File: config.mk
export PLATFORM = sky130hd
export DESIGN_NAME = alu_arbiter
export DESIGN_NICKNAME = d
export VERILOG_FILES = /design/src/rtl/alu_pkg.sv /design/src/rtl/ALU.sv /design/src/rtl/alu_arb_pick.sv /design/src/rtl/alu_arbiter.sv
export SDC_FILE = /design/constraint.sdc
export NUM_CORES = 1
export LEC_CHECK = 0
export CORE_MARGIN = 4
export CORE_UTILIZATION = 35
export CTS_CLUSTER_SIZE = 16
export DETAILED_ROUTE_END_ITERATION = 10
export PLACE_DENSITY_LB_ADDON = 0.08
export SLEW_MARGIN = 20
export SYNTH_ARGS = -nofsm -noshare
export SYNTH_HDL_FRONTEND = slang
export SYNTH_SLANG_ARGS = --single-unit
File: constraint.sdc
create_clock -name clk -period 1.9 [get_ports clk]
set_clock_uncertainty 0.05 [all_clocks]
set_input_delay 0.38 -clock clk [delete_from_list [all_inputs] [get_ports clk]]
set_output_delay 0.38 -clock clk [all_outputs]
set_load 0.1 [all_outputs]
File: src/rtl/alu_pkg.sv
// alu_pkg: encodings shared by the ALU and the ALU arbiter.
//   OP_ADD/OP_SUB/OP_AND/OP_OR : ALU select codes (S input)
//   state_t                    : sequencing FSM states of alu_arbiter
package alu_pkg;

  localparam logic [1:0] OP_ADD = 2'b00;
  localparam logic [1:0] OP_SUB = 2'b01;
  localparam logic [1:0] OP_AND = 2'b10;
  localparam logic [1:0] OP_OR  = 2'b11;

  typedef enum logic [1:0] {
    IDLE = 2'b00,
    EXEC = 2'b01,
    RESP = 2'b10
  } state_t;

endpackage

File: src/rtl/ALU.sv
// ALU: 4-bit combinational ALU.
// Ports:
//   A, B : operands (4 bits)
//   S    : select, 00 add, 01 sub, 10 AND, 11 OR
//   C    : result (4 bits, wrap-around)
//   Co   : carry out for add/sub (1 = no borrow on sub), 0 for AND/OR
module ALU
  import alu_pkg::*;
(
  input  logic [3:0] A,
  input  logic [3:0] B,
  input  logic [1:0] S,
  output logic [3:0] C,
  output logic       Co
);

  logic [4:0] sum;

  // Result and carry selection for the four operations.
  always_comb begin
    sum = 5'd0;
    C   = 4'd0;
    Co  = 1'b0;
    case (S)
      OP_ADD: begin
        sum = {1'b0, A} + {1'b0, B};
        C   = sum[3:0];
        Co  = sum[4];
      end
      OP_SUB: begin
        // Two's-complement subtract: carry set means no borrow.
        sum = {1'b0, A} + {1'b0, ~B} + 5'd1;
        C   = sum[3:0];
        Co  = sum[4];
      end
      OP_AND: begin
        C  = A & B;
        Co = 1'b0;
      end
      OP_OR: begin
        C  = A | B;
        Co = 1'b0;
      end
      default: begin
        C  = 4'd0;
        Co = 1'b0;
      end
    endcase
  end

endmodule

File: src/rtl/alu_arb_pick.sv
// alu_arb_pick: combinational grant selection between two requesters.
// Parameters:
//   PRIO_FIXED : 0 = round-robin on ties, 1 = requester 0 wins ties
// Ports:
//   valid0, valid1 : request pending from requester 0 / 1
//   last_gnt       : index of the requester granted most recently
//   grant0, grant1 : one-hot (or zero) grant
module alu_arb_pick #(
  parameter int PRIO_FIXED = 0
) (
  input  logic valid0,
  input  logic valid1,
  input  logic last_gnt,
  output logic grant0,
  output logic grant1
);

  // Tie resolution: fixed priority or favour the requester not granted last.
  always_comb begin
    grant0 = 1'b0;
    grant1 = 1'b0;
    if (valid0 && valid1) begin
      if (PRIO_FIXED != 0) begin
        grant0 = 1'b1;
      end else if (last_gnt) begin
        grant0 = 1'b1;
      end else begin
        grant1 = 1'b1;
      end
    end else if (valid0) begin
      grant0 = 1'b1;
    end else if (valid1) begin
      grant1 = 1'b1;
    end else begin
      grant0 = 1'b0;
      grant1 = 1'b0;
    end
  end

endmodule

File: src/rtl/alu_arbiter.sv
// alu_arbiter: shares one ALU between two valid/ready requesters and returns
// each result on a single tagged valid/ready response channel.
// Parameters:
//   PRIO_FIXED : 0 = round-robin, 1 = requester 0 wins ties
// Optional feature: define ALU_ARB_STATS_EN to add saturating 8-bit grant
// counters gnt0_cnt / gnt1_cnt.
// Ports:
//   clk, rst                    : clock, asynchronous active-high reset
//   reqN_valid/ready/op/a/b     : request channel of requester N (N = 0, 1)
//   rsp_valid/ready/id/c/co     : response channel (id = owning requester)
//   busy                        : FSM not in IDLE
//   gnt0_cnt, gnt1_cnt          : acceptance counters (ALU_ARB_STATS_EN only)
module alu_arbiter
  import alu_pkg::*;
#(
  parameter int PRIO_FIXED = 0
) (
  input  logic       clk,
  input  logic       rst,
  input  logic       req0_valid,
  output logic       req0_ready,
  input  logic [1:0] req0_op,
  input  logic [3:0] req0_a,
  input  logic [3:0] req0_b,
  input  logic       req1_valid,
  output logic       req1_ready,
  input  logic [1:0] req1_op,
  input  logic [3:0] req1_a,
  input  logic [3:0] req1_b,
  output logic       rsp_valid,
  input  logic       rsp_ready,
  output logic       rsp_id,
  output logic [3:0] rsp_c,
  output logic       rsp_co,
`ifdef ALU_ARB_STATS_EN
  output logic [7:0] gnt0_cnt,
  output logic [7:0] gnt1_cnt,
`endif
  output logic       busy
);

  state_t     state;
  state_t     state_next;
  logic       last_gnt;
  logic       grant0;
  logic       grant1;
  logic       accept;
  logic [1:0] op_lat;
  logic [3:0] a_lat;
  logic [3:0] b_lat;
  logic       id_lat;
  logic [3:0] alu_c;
  logic       alu_co;

  alu_arb_pick #(
    .PRIO_FIXED(PRIO_FIXED)
  ) u_pick (
    .valid0   (req0_valid),
    .valid1   (req1_valid),
    .last_gnt (last_gnt),
    .grant0   (grant0),
    .grant1   (grant1)
  );

  ALU u_alu (
    .A  (a_lat),
    .B  (b_lat),
    .S  (op_lat),
    .C  (alu_c),
    .Co (alu_co)
  );

  // Ready is only offered in IDLE; the picker guarantees at most one grant.
  assign req0_ready = (state == IDLE) & grant0;
  assign req1_ready = (state == IDLE) & grant1;
  assign accept     = req0_ready | req1_ready;

  // FSM state register.
  always_ff @(posedge clk or posedge rst) begin
    if (rst) begin
      state <= IDLE;
    end else begin
      state <= state_next;
    end
  end

  // FSM next-state logic.
  always_comb begin
    state_next = state;
    case (state)
      IDLE: begin
        if (accept) begin
          state_next = EXEC;
        end else begin
          state_next = IDLE;
        end
      end
      EXEC: state_next = RESP;
      RESP: begin
        if (rsp_valid && rsp_ready) begin
          state_next = IDLE;
        end else begin
          state_next = RESP;
        end
      end
      default: state_next = IDLE;
    endcase
  end

  // Operand capture, grant history and registered response/busy outputs.
  always_ff @(posedge clk or posedge rst) begin
    if (rst) begin
      op_lat    <= 2'b00;
      a_lat     <= 4'd0;
      b_lat     <= 4'd0;
      id_lat    <= 1'b0;
      last_gnt  <= 1'b1;
      rsp_valid <= 1'b0;
      rsp_id    <= 1'b0;
      rsp_c     <= 4'd0;
      rsp_co    <= 1'b0;
      busy      <= 1'b0;
    end else begin
      busy <= (state_next != IDLE);
      if (accept) begin
        op_lat   <= req1_ready ? req1_op : req0_op;
        a_lat    <= req1_ready ? req1_a  : req0_a;
        b_lat    <= req1_ready ? req1_b  : req0_b;
        id_lat   <= req1_ready;
        last_gnt <= req1_ready;
      end
      if (state == EXEC) begin
        rsp_valid <= 1'b1;
        rsp_id    <= id_lat;
        rsp_c     <= alu_c;
        rsp_co    <= alu_co;
      end else if ((state == RESP) && rsp_ready) begin
        rsp_valid <= 1'b0;
      end
    end
  end

`ifdef ALU_ARB_STATS_EN
  // Saturating per-requester acceptance counters.
  always_ff @(posedge clk or posedge rst) begin
    if (rst) begin
      gnt0_cnt <= 8'd0;
      gnt1_cnt <= 8'd0;
    end else begin
      if (req0_ready && (gnt0_cnt != 8'hFF)) begin
        gnt0_cnt <= gnt0_cnt + 8'd1;
      end
      if (req1_ready && (gnt1_cnt != 8'hFF)) begin
        gnt1_cnt <= gnt1_cnt + 8'd1;
      end
    end
  end
`endif

endmodule

### Sizing map

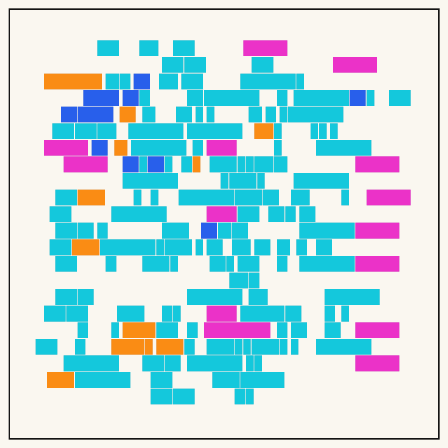
| colour | size | cells | share |
|---|---|---|---|
| orange | _2 cells | 12 | 6.8% |
| blue | _3 and _4 cells | 10 | 5.6% |
| magenta | _6 and larger | 14 | 7.9% |
| cyan | _0 and _1 cells | 141 | 80% |

### Cell outlines without signal wires

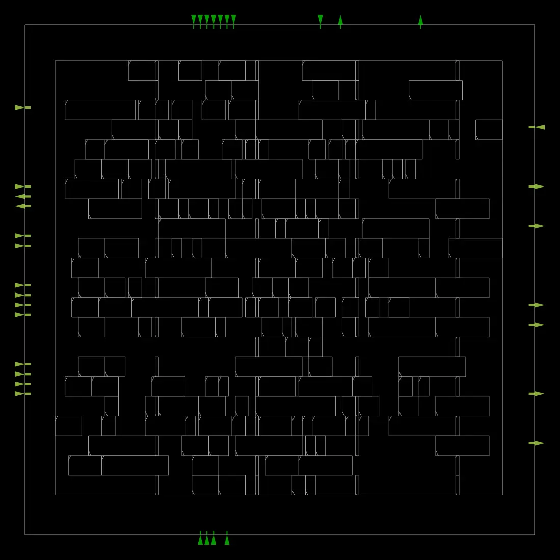
FF+latch count: 22
final std cells w/o fill: 225
Core Region: 3690 µm²
row count: 22
# Taps: 48

-- logic make-up (layout without fill, tap and decap cells) --
group,Yosys count,in the layout,synth area share (%)
adder cells (fa/ha/maj),14,14,14.0
flip-flops,22,22,40.8
AND-OR/OR-AND,42,42,22.3
buffers and inverters,20,60,7.21
multiplexers,2,2,1.48
AND/OR/NAND/NOR,36,36,13.6
XOR/XNOR,1,1,0.647
-- registers in the layout, summed over array words and instances, names as in the netlist --
signal,flops
a_lat,4
b_lat,4
rsp_c,4
op_lat,2
state,2
busy,1
id_lat,1
last_gnt,1
rsp_co,1
rsp_id,1
rsp_valid,1
==> results.py <==
# Auto-generated metrics
metrics = {
    "place": {
        "dpl.hpwl_mm": 2.36,
        "post-place-ws_ps": -19.5,
        "placed_area_um2": 1870,
        "dp_cells": 221,
    },
    "power_and_ir_drop": {
        "power_density_nw_per_um2": 1940,
        "p_comb_uw": 2370,
        "finalPower_uw": 3790,
        "power_leader": "combinational cells",
        "ir_worst_vdd_mv": 1.21,
        "powerSeq_uw": 980,
        "netSwitchingFraction_pct": 49.1,
        "p_switching_uw": 1860,
        "p_clk_share_pct": 11.7,
        "p_clk_uw": 445,
    },
    "synthesis": {
        "syn-num-nets": 176,
        "ys_top_cells_by_area": "dfrtp_1 (39%), ha_1 (11%), nand2_1 (4.2%)",
        "most_common_cell": "dfrtp_1",
        "edf_count": 0,
        "yosysWarnings": 0,
        "postSynthAreaPerCell_um2": 9.88,
        "yosys_area_um2": 1350,
        "synthDistinctLibCells": 41,
        "flop_cell": "dfrtp_1",
        "ys_cells": 137,
        "postSynthCellCount": 137,
        "common_cells": "dfrtp_1 (21), nand2_1 (15), inv_1 (13)",
        "synthesis.area_um2": 1350,
    },
    "finish": {
        "syn2layout_area_growth_pct": 44.3,
        "drive_gt1_share_pct": 20.3,
        "non_clock_buffer_count": 42,
        "fin_nets": 217,
        "sh_comb_area_pct": 36.8,
        "lay_top_count": "clkdlybuf4s50_1",
        "biggestCellCategory": "logic gates",
        "final_area_um2": 1950,
        "seq_share_pct": 28.3,
        "nClkBuffers": 3,
        "regArea_um2": 552,
        "n_all_inverters": 14,
        "final-comb-area_um2": 719,
    },
    "grt": {
        "groute.usage.overall_pct": 13.1,
        "grtUsageMet1_pct": 16.4,
        "grt_pass1_vias": 1167,
        "grt_use_met3_pct": 3.60,
        "top_usage_layer": "met2",
        "met2_usage_pct": 21.6,
        "overflow": 0,
    },
    "final_timing": {
        "fmax_mhz": 552,
        "finalWorstSetupSlack_ps": 87.3,
        "period_minus_slack_ps": 1810,
        "worst_slew_pin_slew_ps": 411,
        "fin_crit_sh_pct": 95.4,
        "setup_viol": 0,
        "relSlewSlack_pct": 72.6,
        "hold_slack_ps": 398,
    },
    "outcome": {
        "status": "finished clean",
    },
    "critical_path": {
        "arrival_ps": 1380,
        "crit_path_end_kind": "output port",
        "crit_slowest_cell": "dfrtp_1",
        "worstRegToRegCells": 8,
        "crit_type": "reg -> out",
        "critPathBufInv": 1,
        "crit_path_start_kind": "flip-flop",
        "rrSetupSlack_ps": 110,
        "crit_start": "state[1]",
        "reg2reg_to": "rsp_c[2]",
        "required_ps": 1470,
        "endpoint": "req0_ready",
        "path_max_fanout": 5,
    },
    "clocking": {
        "cts_resized": 4,
        "clock-sinks": 22,
        "post-cts-setup-buffers": 0,
        "holdBufCountCts": 0,
    },
    "flow_run": {
        "cap_violations": 0,
        "warnings": 34,
    },
    "detailed_routing": {
        "drt_iter0_drc": 37,
        "vias": 1118,
        "drt_pass1_iterations": 4,
        "drt-met1-wl_mm": 1.40,
        "routed_wl_mm": 3.07,
        "ant_nets": 0,
        "drc": 0,
    },
    "die": {
        "ios": 35,
        "fp.dieW_um": 70.2,
        "fp.dieH_um": 70.2,
    },
}
